$ cat config.mk
export PLATFORM = sky130hd
export DESIGN_NAME = fifo_flex
export DESIGN_NICKNAME = d
export VERILOG_FILES = /design/src/rtl/fifo_flex.sv
export SDC_FILE = /design/constraint.sdc
export NUM_CORES = 1
export LEC_CHECK = 0
export ABC_AREA = 0
export CAP_MARGIN = 5
export CORE_MARGIN = 1
export CORE_UTILIZATION = 40
export CTS_CLUSTER_SIZE = 30
export DETAILED_ROUTE_END_ITERATION = 8
export PLACE_DENSITY = 0.66
export SLEW_MARGIN = 5
export SYNTH_ARGS = -nofsm -noshare
export SYNTH_HDL_FRONTEND = slang
export SYNTH_SLANG_ARGS = --single-unit
$ cat constraint.sdc
create_clock -name clk -period 5.6 [get_ports clk]
set_input_delay 1.12 -clock clk [delete_from_list [all_inputs] [get_ports clk]]
set_output_delay 1.12 -clock clk [all_outputs]
set_load 0.005 [all_outputs]
$ cat src/rtl/fifo_flex.sv
// fifo_flex: single-clock FIFO with standard or first-word-fall-through read, level flags and error pulses
//   clk, rst             clock (rising edge), asynchronous active-high reset
//   write, din           push request and write data
//   read, dout           read request (standard) / pop acknowledge (FWFT), read data
//   full, empty          count == DEPTH / no readable word
//   afull, aempty        count >= AFULL_TH / count <= AEMPTY_TH
//   count                words held, including the FWFT head word
//   overflow, underflow  one-cycle pulses after a rejected write / read
module fifo_flex #(
    parameter int DWIDTH    = 32,
    parameter int AWIDTH    = 4,
    parameter int FWFT      = 0,
    parameter int AFULL_TH  = 2**AWIDTH-2,
    parameter int AEMPTY_TH = 2
) (
    input  logic              clk,
    input  logic              rst,
    input  logic              write,
    input  logic              read,
    input  logic [DWIDTH-1:0] din,
    output logic [DWIDTH-1:0] dout,
    output logic              full,
    output logic              empty,
    output logic              afull,
    output logic              aempty,
    output logic [AWIDTH:0]   count,
    output logic              overflow,
    output logic              underflow
);
    localparam logic [AWIDTH:0] DEPTH_C = {1'b1, {AWIDTH{1'b0}}};
    localparam logic [AWIDTH:0] AF_C    = (AWIDTH+1)'(AFULL_TH);
    localparam logic [AWIDTH:0] AE_C    = (AWIDTH+1)'(AEMPTY_TH);
    logic [DWIDTH-1:0] mem_q [2**AWIDTH];
    logic [AWIDTH:0]   wptr_q, wptr_d, rptr_q, rptr_d, count_q, count_d;
    logic [DWIDTH-1:0] dout_q, dout_d;
    logic              hv_q, hv_d, ovf_q, ovf_d, unf_q, unf_d;
    logic              wen, ren, pop;
    // pop moves a word out of memory into dout_q: on every accepted read in
    // standard mode, or whenever the FWFT head is free/being freed and memory
    // still holds words (a same-edge write is not yet visible to the head).
    always_comb begin
        wen     = write & ~full;
        ren     = read & ~empty;
        pop     = (FWFT != 0) ? (~hv_q | ren) & (wptr_q != rptr_q) : ren;
        wptr_d  = wptr_q + (AWIDTH+1)'(wen);
        rptr_d  = rptr_q + (AWIDTH+1)'(pop);
        count_d = count_q + (AWIDTH+1)'(wen) - (AWIDTH+1)'(ren);
        dout_d  = pop ? mem_q[rptr_q[AWIDTH-1:0]] : dout_q;
        hv_d    = pop | (hv_q & ~ren);
        ovf_d   = write & full;
        unf_d   = read & empty;
    end
    always_ff @(posedge clk) begin
        if (wen) mem_q[wptr_q[AWIDTH-1:0]] <= din;
    end
    always_ff @(posedge clk or posedge rst) begin
        if (rst) begin
            wptr_q  <= '0;
            rptr_q  <= '0;
            count_q <= '0;
            dout_q  <= '0;
            hv_q    <= 1'b0;
            ovf_q   <= 1'b0;
            unf_q   <= 1'b0;
        end else begin
            wptr_q  <= wptr_d;
            rptr_q  <= rptr_d;
            count_q <= count_d;
            dout_q  <= dout_d;
            hv_q    <= hv_d;
            ovf_q   <= ovf_d;
            unf_q   <= unf_d;
        end
    end
    assign full      = count_q == DEPTH_C;
    assign empty     = (FWFT != 0) ? ~hv_q : count_q == '0;
    assign afull     = count_q >= AF_C;
    assign aempty    = count_q <= AE_C;
    assign count     = count_q;
    assign dout      = dout_q;
    assign overflow  = ovf_q;
    assign underflow = unf_q;
endmodule

Run 1, cell area per tile:
(1 px per um) 23 x 23 tiles, from black (low) to pale yellow (high), 0 to 100% covered.
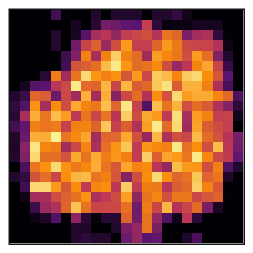
- nearly empty tiles: 20%
- tiles over 75% full: 19%
- emptiest ninth of the die: upper left
- densest ninth of the die: centre

Run 1, a small window of the routed layout:
Region (104, 104) to (129, 129) um. Cells in grey, sequential cells in the stronger grey; small squares are vias.
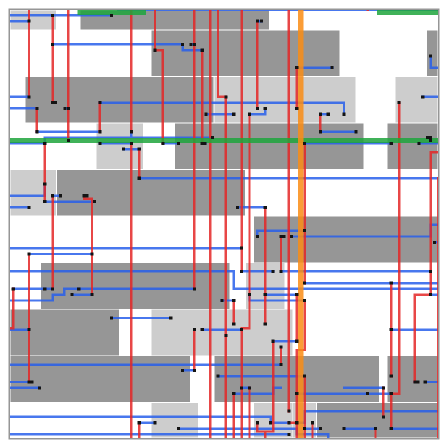
- met2: red
- met4: orange
- met1: blue
- met3: green
- sequential cells in the window: 10
- cells with their middle in the window: 18
- most frequent: edfxtp_1 (8), buf_4 (3), mux4_2 (2)
- netlist names of flops here include: `mem_q` (8), `rptr_q` (2)

Run 1, placed cells, one colour a class:
(1.5 px per um) Fill, decap, tap and diode cells in grey.
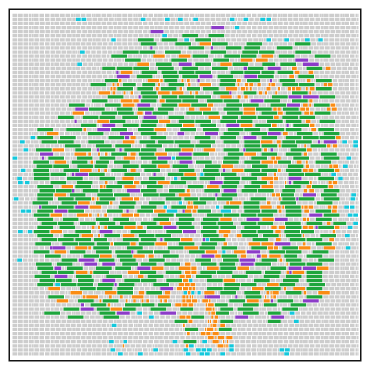
- all other logic: orange (cells 380)
- other buffers and delay cells: cyan (cells 93)
- flops: green (cells 559)
- clock drivers and dummy loads: purple (cells 106)
Core ar.: 52800 um2
Final Cell Area: 24800 um2
# rows: 84
utilization after layout: 47.0%
Seq/total area: 66.8%

Run 1, clock wires, drivers and flops:
(2 px per um)
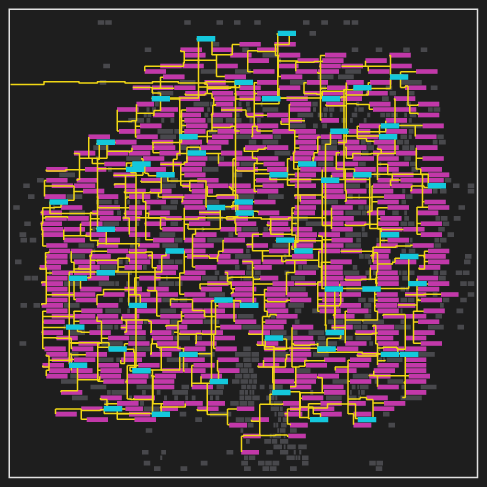
- clock wires: yellow (length 6200 um)
- flip-flops: magenta (count 559)
- cells driving clock nets: cyan (count 56)
- routed clock nets: 57

==> run 1: critical path: cells and delay by family (launching register included) <==
kind | cells | cell delay, ns
adders and majority gates | 1 | 0.20
buffers and inverters | 3 | 0.85
and+or+nand+nor | 1 | 0.64
DFF | 1 | 0.42
==> run 1: registers in the layout (all words and copies together) (netlist names) <==
register   cells
wptr_q         4
rptr_q         4
overflow       1
dout          32
count          5
mem_q        512
underflow      1
==> run 1: cell usage in the layout, fill, tap and decap left out, types with 11 or more instances in the layout <==
| master | count |
|---|---|
| buf_4 | 13 |
| mux2i_1 | 40 |
| a21oi_1 | 29 |
| edfxtp_1 | 512 |
| ha_1 | 14 |
| clkbuf_1 | 17 |
| a22oi_1 | 20 |
| clkinv_2 | 11 |
| o22ai_1 | 41 |
| mux2_2 | 22 |
| nor2_4 | 12 |
| clkbuf_16 | 57 |
| mux4_2 | 107 |
| clkdlybuf4s50_1 | 78 |
| dfrtp_1 | 44 |
==> run 1: layer usage <==
layer	part of all wire [%]	track usage, %
met5	0	0
met4	1.9	4.61
met3	4.2	2.39
met2	50	26.7
met1	44	22.2
==> run 1: area by class of cell <==
| cell class | instances | area (um2) | area share, % |
|---|---|---|---|
| sequential | 559 | 16600 | 66.8 |
| clock inverter | 29 | 324 | 1.31 |
| multi-input combinational | 369 | 4560 | 18.4 |
| tap | 688 | 861 | 3.47 |
| inverter | 11 | 41.3 | 0.167 |
| timing repair buffer | 93 | 918 | 3.70 |
| clock buffer | 77 | 1530 | 6.18 |
==> run 1: metrics by stage <==
step	setup WS [ns]	instances	utilization, %	power, mW	hold slack [ns]
after detailed placement	2.01	1720	43.5	8.84	0.516
after global placement	2.08	1720	43.5	8.78	0.492
final	1.78	1826	47.0	12.4	0.525
after CTS	1.73	1826	47.0	12.6	0.526
after global routing	1.62	1826	47.0	13.0	0.579
after floorplan	1.37	995	-	7.77	0.473
==> run 1: power by group through the flow <==
stage	Sequential [mW]	Combinational [mW]	Clock (mW)
2_1_floorplan	5.36	2.41	0
3_3_place_gp	5.60	3.18	0
3_5_place_dp	5.62	3.22	0
4_1_cts	5.54	3.23	3.83
5_1_grt	5.59	3.45	3.97
6_report	5.52	3.17	3.75
==> run 1: how the worst max path moves through the flow <==
| stage | startpoint | end | cells past startpoint |
|---|---|---|---|
| 2_1_floorplan | write | mem_q[0][0] | 3 |
| 5_1_grt | count[2] | empty | 5 |
| 3_5_place_dp | write | mem_q[8][5] | 5 |
| 6_report | count[2] | empty | 5 |
| 4_1_cts | count[2] | empty | 5 |
| 3_3_place_gp | write | mem_q[8][5] | 5 |
==> run 1: cells by family (layout without fill, tap and decap cells) <==
group / after synthesis / after routing / share of synthesized area, %
XOR/XNOR: 7 / 7 / 0.286
flip-flops: 559 / 559 / 77.3
AND/OR/NAND/NOR: 72 / 72 / 1.93
AND-OR/OR-AND: 105 / 105 / 3.24
buffers and inverters: 67 / 210 / 1.94
multiplexers: 170 / 170 / 14.4
adder cells (fa/ha/maj): 15 / 15 / 0.911
==> out/results.ini, run 1 <==
[hold_path]
min_path_cells=1
min_to=rptr_q[2]
hp-start=rptr_q[2]
hold_path.class=register to register

[final_timing]
grt_setup_unrepaired=false
maxSlewViolCount=0
tightest_slew_ns=1.13
period_used_pct=68.3
hold_violations=0
skew_ns=0.0146
min_period_ns=3.82
max_freq_mhz=261
setup_tns_ns=0
relSlewSlack_pct=24.8
finalSetupViolCount=0

[logic_synthesis]
ys_area_um2=21400
edf_count=512
syn_avg_cell_area_um2=21.5
syn_area_um2=21400
yosys_most_used_dff=edfxtp_1
ys_types=42
top_area_cell=edfxtp_1
ys.flops=559
ys_cells=995
top_cell=edfxtp_1
topCellsByArea=edfxtp_1 72%, mux4_2 11%, dfrtp_1 5.5%
yosysWarnings=0
ys_seq_share_pct=77.3
top_cell_area_share_pct=71.8
ys_async_sr_fraction_pct=8.41
common_cells=512 x edfxtp_1, 107 x mux4_2, 47 x dfrtp_1
syn_nets=1046
synthCells=995

[route]
postRouteWirelength_um=42400
avgRoutedWirePerCell_um=23.2
routed_via_density=5.36
drtPass1Iterations=7
vias=9786
drt_iter0_drc=682
drcViolationCount=8
ant_nets=0

[clocking]
ctsRootBufferMaster=clkbuf_16
clock_latency_ns=0.60
clock_path_buffers=3
post_cts_buffers=0
hold_buffers=0
cts_buffers=56
htreeDepth=2
ctsResizeCount=0
clk_pin_slew_ns=0.06
cts_sinks=559
cts_tree=yes

[global_route]
first_global_vias=10410
overflow=0
grtUsageTotal_pct=16.1
antenna_found_initial=0
grt_pass1_wl_um=64900
grt_max_degree=70

[flow_run]
openroad.warnings=30
maxCapViolCount=0

[run_status]
violations=design-rule violations
status=finished with violations

[critical_path]
arrival_ns=2.70
r2r-start=count[2]
cp.required_ns=4.48
crit_fanout=6
rr_worst_depth=11
crit_chain=inv_1 -> ha_1 -> or4b_1 -> inv_1 -> clkdlybuf4s50_1
r2r_slack_ns=2.47
reg2reg_to=count[4]
setup.worst_path.end_class=output pin
crit_top_cell=inv_1
slowest_stage=or4b_1
start_kind=register
path_class=register to output pin
max_stage_delay_ns=0.64

[power_and_ir_drop]
switchingPower_mw=3.48
p_int_mw=8.95
peakVddDrop_mv=0.255
switching_share_pct=28.0
combPwrFrac_pct=25.5
p_clk_share_pct=30.2
leakagePower_nw=7.94
seqPwrFrac_pct=44.4
pwr_density_cell_nw_per_um2=501

[floorplanning]
fp.dieW_um=233
chipArea_um2=54500
ioPinCount=79
fp.dieH_um=233
fp_util_pct=40.6

[finish]
final_net_count=1141
areaGrowthSynthToFinish_pct=15.8
drive_above_1_share_pct=22.4
n_antenna_cell=0
nFillCells=4328

[place]
detailedPlacementHpwl_um=24400
place.gp.congestion=0.760
port_buffers=78
placed_cell_area_um2=22900

Run 1, the clock network:
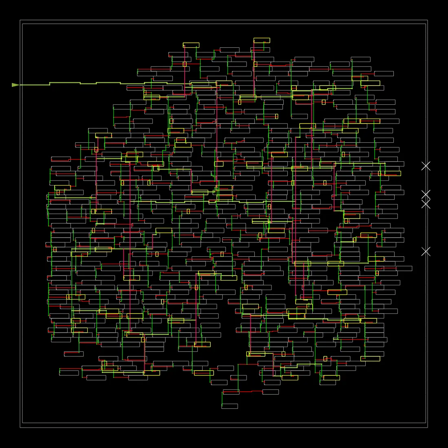

==> run 1 -> run 2 <==
--- a/config.mk
+++ b/config.mk
@@ -11,7 +11,7 @@
 export CORE_UTILIZATION = 40
 export CTS_CLUSTER_SIZE = 30
 export DETAILED_ROUTE_END_ITERATION = 8
-export PLACE_DENSITY = 0.66
+export PLACE_DENSITY = 0.68
 export SLEW_MARGIN = 5
 export SYNTH_ARGS = -nofsm -noshare
 export SYNTH_HDL_FRONTEND = slang
==> constraint.sdc (replaced) <==
create_clock -name clk -period 3.24 [get_ports clk]
set_input_delay 0.648 -clock clk [delete_from_list [all_inputs] [get_ports clk]]
set_output_delay 0.648 -clock clk [all_outputs]
set_load 0.005 [all_outputs]
Run 2, the clock network:
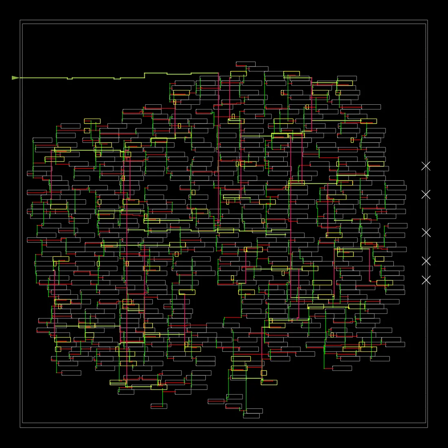
# clk buffers: 75
Clk power: 6.41 mW
clock sink count: 559

==> run 2 against run 1 <==
Effect of this change:
- the run still ends with design-rule violations left
- via count grew 3.4%
- global-route usage up 1.0 points
- design area up 1.6%
- setup slack got worse by 1.5 ns
- sequential cell count did not move
- combinational power rose by 85%
- total power up 75%
- routed wire length increased by 5.8%
- utilization up 0.75 points
- die area did not move
- critical path depth is 1 lower
- largest cell class unchanged
- highest routed layer unchanged
==> out/results.ini, run 2 <==
[logic_synthesis]
common_cells=512 x edfxtp_1, 107 x mux4_2, 47 x dfrtp_1
syn_avg_cell_area_um2=21.5
syn_nets=1046
topCellsByArea=edfxtp_1 72%, mux4_2 11%, dfrtp_1 5.5%
ys_types=42
ys_cells=995
edf_count=512
syn_area_um2=21400
top_area_cell=edfxtp_1
ys_seq_share_pct=77.3
ys.flops=559
synthCells=995
ys_area_um2=21400

[power_and_ir_drop]
pwr_density_cell_nw_per_um2=864
combPwrFrac_pct=26.9
p_clk_share_pct=29.5
switchingPower_mw=6.20
p_int_mw=15.6

[global_route]
antenna_found_initial=0
grt_max_degree=70
grt_pass1_wl_um=68100
overflow=0

[finish]
utilization_pct=47.7
nFillCells=4342
n_antenna_cell=0
seq_area_um2=16600
drive_above_1_share_pct=25.0
largest_reg_flops=512
stdcell_area_um2=25200
final_net_count=1174

[critical_path]
slowest_stage=clkdlybuf4s50_1
r2r-start=count[2]
setup.worst_path.end_class=output pin
crit_path_end=full
reg2reg_to=count[4]
crit_chain=inv_2 -> ha_2 -> nor4bb_1 -> clkdlybuf4s50_1
arrival_ns=2.30
cp.required_ns=2.59

[flow_run]
openroad.warnings=30
maxCapViolCount=0

[final_timing]
period_used_pct=90.9
finalSetupViolCount=0
hold_violations=0
timing.hold.ws_ns=0.326
maxSlewViolCount=0

[route]
routed_via_density=5.45
drt_iter0_drc=978
drcViolationCount=10
vias=10122
ant_nets=0
drtPass1Iterations=7

[clocking]
clock_path_buffers=3
clk_pin_slew_ns=0.06
cts_buffers=56
ctsRootBufferMaster=clkbuf_16
cts_tree=yes
post_cts_buffers=0

[place]
detailedPlacementHpwl_um=26300
port_buffers=78
place.gp.congestion=0.777

[floorplanning]
core_um2=52800
chipArea_um2=54500
num_rows=84
fp.dieW_um=233
ioPinCount=79

[hold_path]
hold_path.class=input port to asynchronous set/reset pin

[run_status]
violations=design-rule violations
status=finished with violations

## run 2: cell counts after synthesis
Identical to the previous run, type by type.
## run 2: critical path: cells and delay by family (launching register included)
kind / cells / cell delay, ns
adders and majority gates: 1 / 0.18
buffers and inverters: 2 / 0.68
DFF: 1 / 0.42
and+or+nand+nor: 1 / 0.40
## run 2: final cells by class
cell class / instances / area share (%)
timing repair buffer: 126 / 5.14
sequential: 559 / 65.7
inverter: 11 / 0.164
clock buffer: 75 / 6.17
tap: 688 / 3.42
clock inverter: 29 / 1.15
multi-input combinational: 369 / 18.2
## run 2: layer usage
layer	part of all wire (%)	vias to the layer above	global-route usage (%)
li1	-	4407	-
met1	43	5406	22.7
met2	51	239	28.9
met3	4.1	70	2.50
met4	2.5	0	5.78
met5	0	-	0
## run 2: worst min-delay path by stage
stage,startpoint,end,slack [ns],depth (start not counted)
after floorplan,rptr_q[1],rptr_q[1],0.47,1
after global placement,dout[13],dout[13],0.56,2
after detailed placement,wptr_q[0],wptr_q[0],0.56,1
after CTS,rst,dout[16],0.31,2
after global routing,rst,dout[16],0.33,2
final,rst,dout[19],0.33,2
## run 2: timing repair
action / in CTS / in global routing
endpoints found under the setup margin: 1 / 1
hold buffers: 0 / 0
resized: 5 / 1
endpoints found under the hold margin: 0 / 0
pin swaps: 0 / 0
## run 2: kinds of logic after synthesis
group	share of synthesized area, %
xor gates and xnor gates	0.286
AOI/OAI and AO/OA	3.24
adders and majority gates	0.911
muxes	14.4
DFF	77.3
and+or+nand+nor	1.93
buffers and inverters	1.94
## run 2: power by group through the flow
stage	Sequential, mW	Clock, mW	Combinational (mW)
2_1_floorplan	9.25	0	4.18
3_3_place_gp	9.63	0	5.88
3_5_place_dp	9.65	0	5.93
4_1_cts	9.52	6.53	5.98
5_1_grt	9.60	6.78	6.32
6_report	9.50	6.41	5.85
## run 2: metrics by stage
stage | std cells | setup WS, ns
6_report | 1857 | 0.295
5_1_grt | 1857 | 0.225
4_1_cts | 1857 | 0.00465
3_5_place_dp | 1753 | 0.401
3_3_place_gp | 1753 | 0.438
2_1_floorplan | 995 | 0.0656
==> run 2 -> run 3 <==
--- a/config.mk
+++ b/config.mk
@@ -12,6 +12,7 @@
 export CTS_CLUSTER_SIZE = 30
 export DETAILED_ROUTE_END_ITERATION = 8
 export PLACE_DENSITY = 0.68
+export SKIP_CTS_REPAIR_TIMING = 1
 export SLEW_MARGIN = 5
 export SYNTH_ARGS = -nofsm -noshare
 export SYNTH_HDL_FRONTEND = slang
Run 3, clock wires, drivers and flops:
(2 px per um)
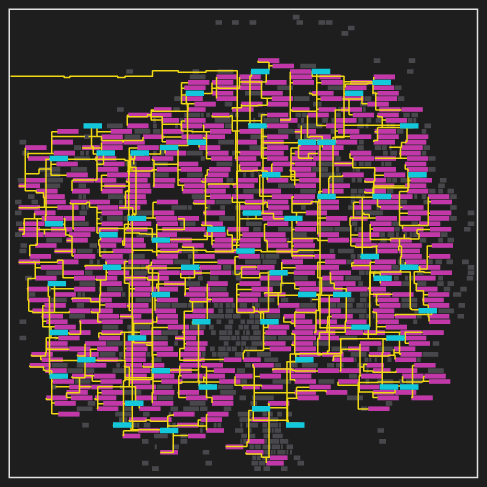
- cells driving clock nets: cyan (count 56)
- clock wires: yellow (length 6140 um)
- flip-flops: magenta (count 559)
- routed clock nets: 57
clk_lat worst skew: 0.61 ns
Clock power frac: 29.5%
final worst clock skew: 0.0238 ns

==> run 3 against run 2 <==
Effect of this change:
- the run still ends with design-rule violations left
- worst hold slack did not move
- combinational power about the same
- utilization did not move
==> out/results.ini, run 3 <==
[floorplanning]
num_rows=84
fp_util_pct=40.6
ioPinCount=79
core_um2=52800
chipArea_um2=54500
fp.dieW_um=233
fp.dieH_um=233

[final_timing]
period_used_pct=90.9
tightest_slew_ns=0.768
maxSlewViolCount=0
hold_violations=0
max_freq_mhz=340
finalSetupViolCount=0
relSlewSlack_pct=48.8
setup_tns_ns=0
min_period_ns=2.95
grt_setup_unrepaired=false

[clocking]
cts_buffers=56
cts_sinks=559
clock_path_buffers=3
cts_tree=yes
htreeDepth=2
clk_pin_slew_ns=0.06
ctsRootBufferMaster=clkbuf_16

[finish]
seq_area_um2=16600
final_cell_mix=512 x edfxtp_1, 107 x mux4_2, 77 x clkdlybuf4s50_1
final_net_count=1174
largest_reg_flops=512
combGateArea_um2=4590
drive_above_1_share_pct=25.0
n_antenna_cell=0
lay_top_count=edfxtp_1
areaGrowthSynthToFinish_pct=17.6
nFillCells=4342

[power_and_ir_drop]
pwr_density_cell_nw_per_um2=864
leakagePower_nw=8.16
finalPower_mw=21.8
peakVddDrop_mv=0.523

[logic_synthesis]
yosys_most_used_dff=edfxtp_1
top_cell=edfxtp_1
synthCells=995
yosysWarnings=0
top_cell_area_share_pct=71.8
ys_sh_mux_pct=14.4
synth.logic.top_family=multiplexers
syn_nets=1046
ys_types=42
synthXorXnorAreaFrac_pct=0.286
common_cells=512 x edfxtp_1, 107 x mux4_2, 47 x dfrtp_1
top_area_cell=edfxtp_1
synth.cellmix.simpleShare_pct=1.93
syn_avg_cell_area_um2=21.5
ys_async_sr_fraction_pct=8.41
edf_count=512
ys_seq_share_pct=77.3
fa_ha_area_share_pct=0.911
ys_cells=995
ys_area_um2=21400
topCellsByArea=edfxtp_1 72%, mux4_2 11%, dfrtp_1 5.5%
ys.flops=559
ys_sh_aoi_pct=3.24
syn_area_um2=21400

[route]
drtPass1Iterations=7
vias=10122
postRouteWirelength_um=44900
avgRoutedWirePerCell_um=24.2
ant_nets=0
drt_iter0_drc=978
routed_via_density=5.45
drcViolationCount=10

[critical_path]
cp_num_buf_inv=2
cp.required_ns=2.59
slowest_stage=clkdlybuf4s50_1
crit_fanout=4
path_class=register to output pin
start_kind=register
arrival_ns=2.30
rr_worst_depth=11
crit_chain=inv_2 -> ha_2 -> nor4bb_1 -> clkdlybuf4s50_1
cp.depth=4
startpoint=count[2]
max_stage_delay_ns=0.59
setup.worst_path.end_class=output pin
crit_family=buffers and inverters
r2r-start=count[2]

[run_status]
violations=design-rule violations
status=finished with violations

[flow_run]
openroad.warnings=30
maxCapViolCount=0

[global_route]
antenna_found_initial=0
overflow=0
grt_pass1_wl_um=68100
grtUsageTotal_pct=17.1
grt_max_degree=70
first_global_vias=10768

[hold_path]
hold_path.class=input port to asynchronous set/reset pin

[place]
detailedPlacementHpwl_um=26300
port_buffers=78
place.gp.congestion=0.777

==> run 3: cell counts in the layout (fill, tap and decap cells not counted) <==
Identical to the previous run, type by type.
==> run 3: through the flow <==
step / setup slack, ns / hold WS, ns / cells / utilization, % / area, um2
floorplan: 0.0656 / 0.473 / 995 / - / 21400
global placement: 0.438 / 0.561 / 1753 / 44.2 / 23300
detailed placement: 0.401 / 0.561 / 1753 / 44.2 / 23300
CTS: -0.0932 / 0.311 / 1857 / 47.7 / 25200
global route: 0.225 / 0.331 / 1857 / 47.7 / 25200
finish: 0.295 / 0.326 / 1857 / 47.7 / 25200
==> run 3: path summary, 6_finish.rpt <==
| kind | endpoint | slack [ns] |
|---|---|---|
| setup / recovery | full | 0.29 |
| hold reg to reg | wptr_q[0] | 0.58 |
| max in group asynchronous | rptr_q[0] | 2.34 |
| min in group clk | wptr_q[0] | 0.58 |
| setup reg to reg | count[4] | 0.43 |
| hold / removal | dout[19] | 0.33 |
==> run 3: layout make-up <==
class                           instances  area share [%]
Clock buffer                           75            6.17
Clock inverter                         29            1.15
Inverter                               11           0.164
Multi-Input combinational cell        369            18.2
Sequential cell                       559            65.7
Tap cell                              688            3.42
Timing Repair Buffer                  126            5.14
==> run 3: report_power, final <==
| group | internal (mW) | total [mW] | switching [mW] |
|---|---|---|---|
| sequential | 8.84 | 9.50 | 0.658 |
| combinational | 2.95 | 5.85 | 2.90 |
| clock | 3.76 | 6.41 | 2.65 |
| total | 15.6 | 21.8 | 6.20 |
==> run 3: logic make-up after synthesis <==
logic type | Yosys count
muxes | 170
xor gates and xnor gates | 7
AOI/OAI and AO/OA | 105
adders and majority gates | 15
DFF | 559
and+or+nand+nor | 72
buffers and inverters | 67
==> run 3: per-layer routing <==
metal	global-route usage (%)	share of wire, %	vias to the layer above
li1	-	-	4407
met1	22.7	43	5406
met2	28.9	51	239
met3	2.50	4.1	70
met4	5.78	2.5	0
met5	0	0	-
Power and IR drop assume default switching activity.
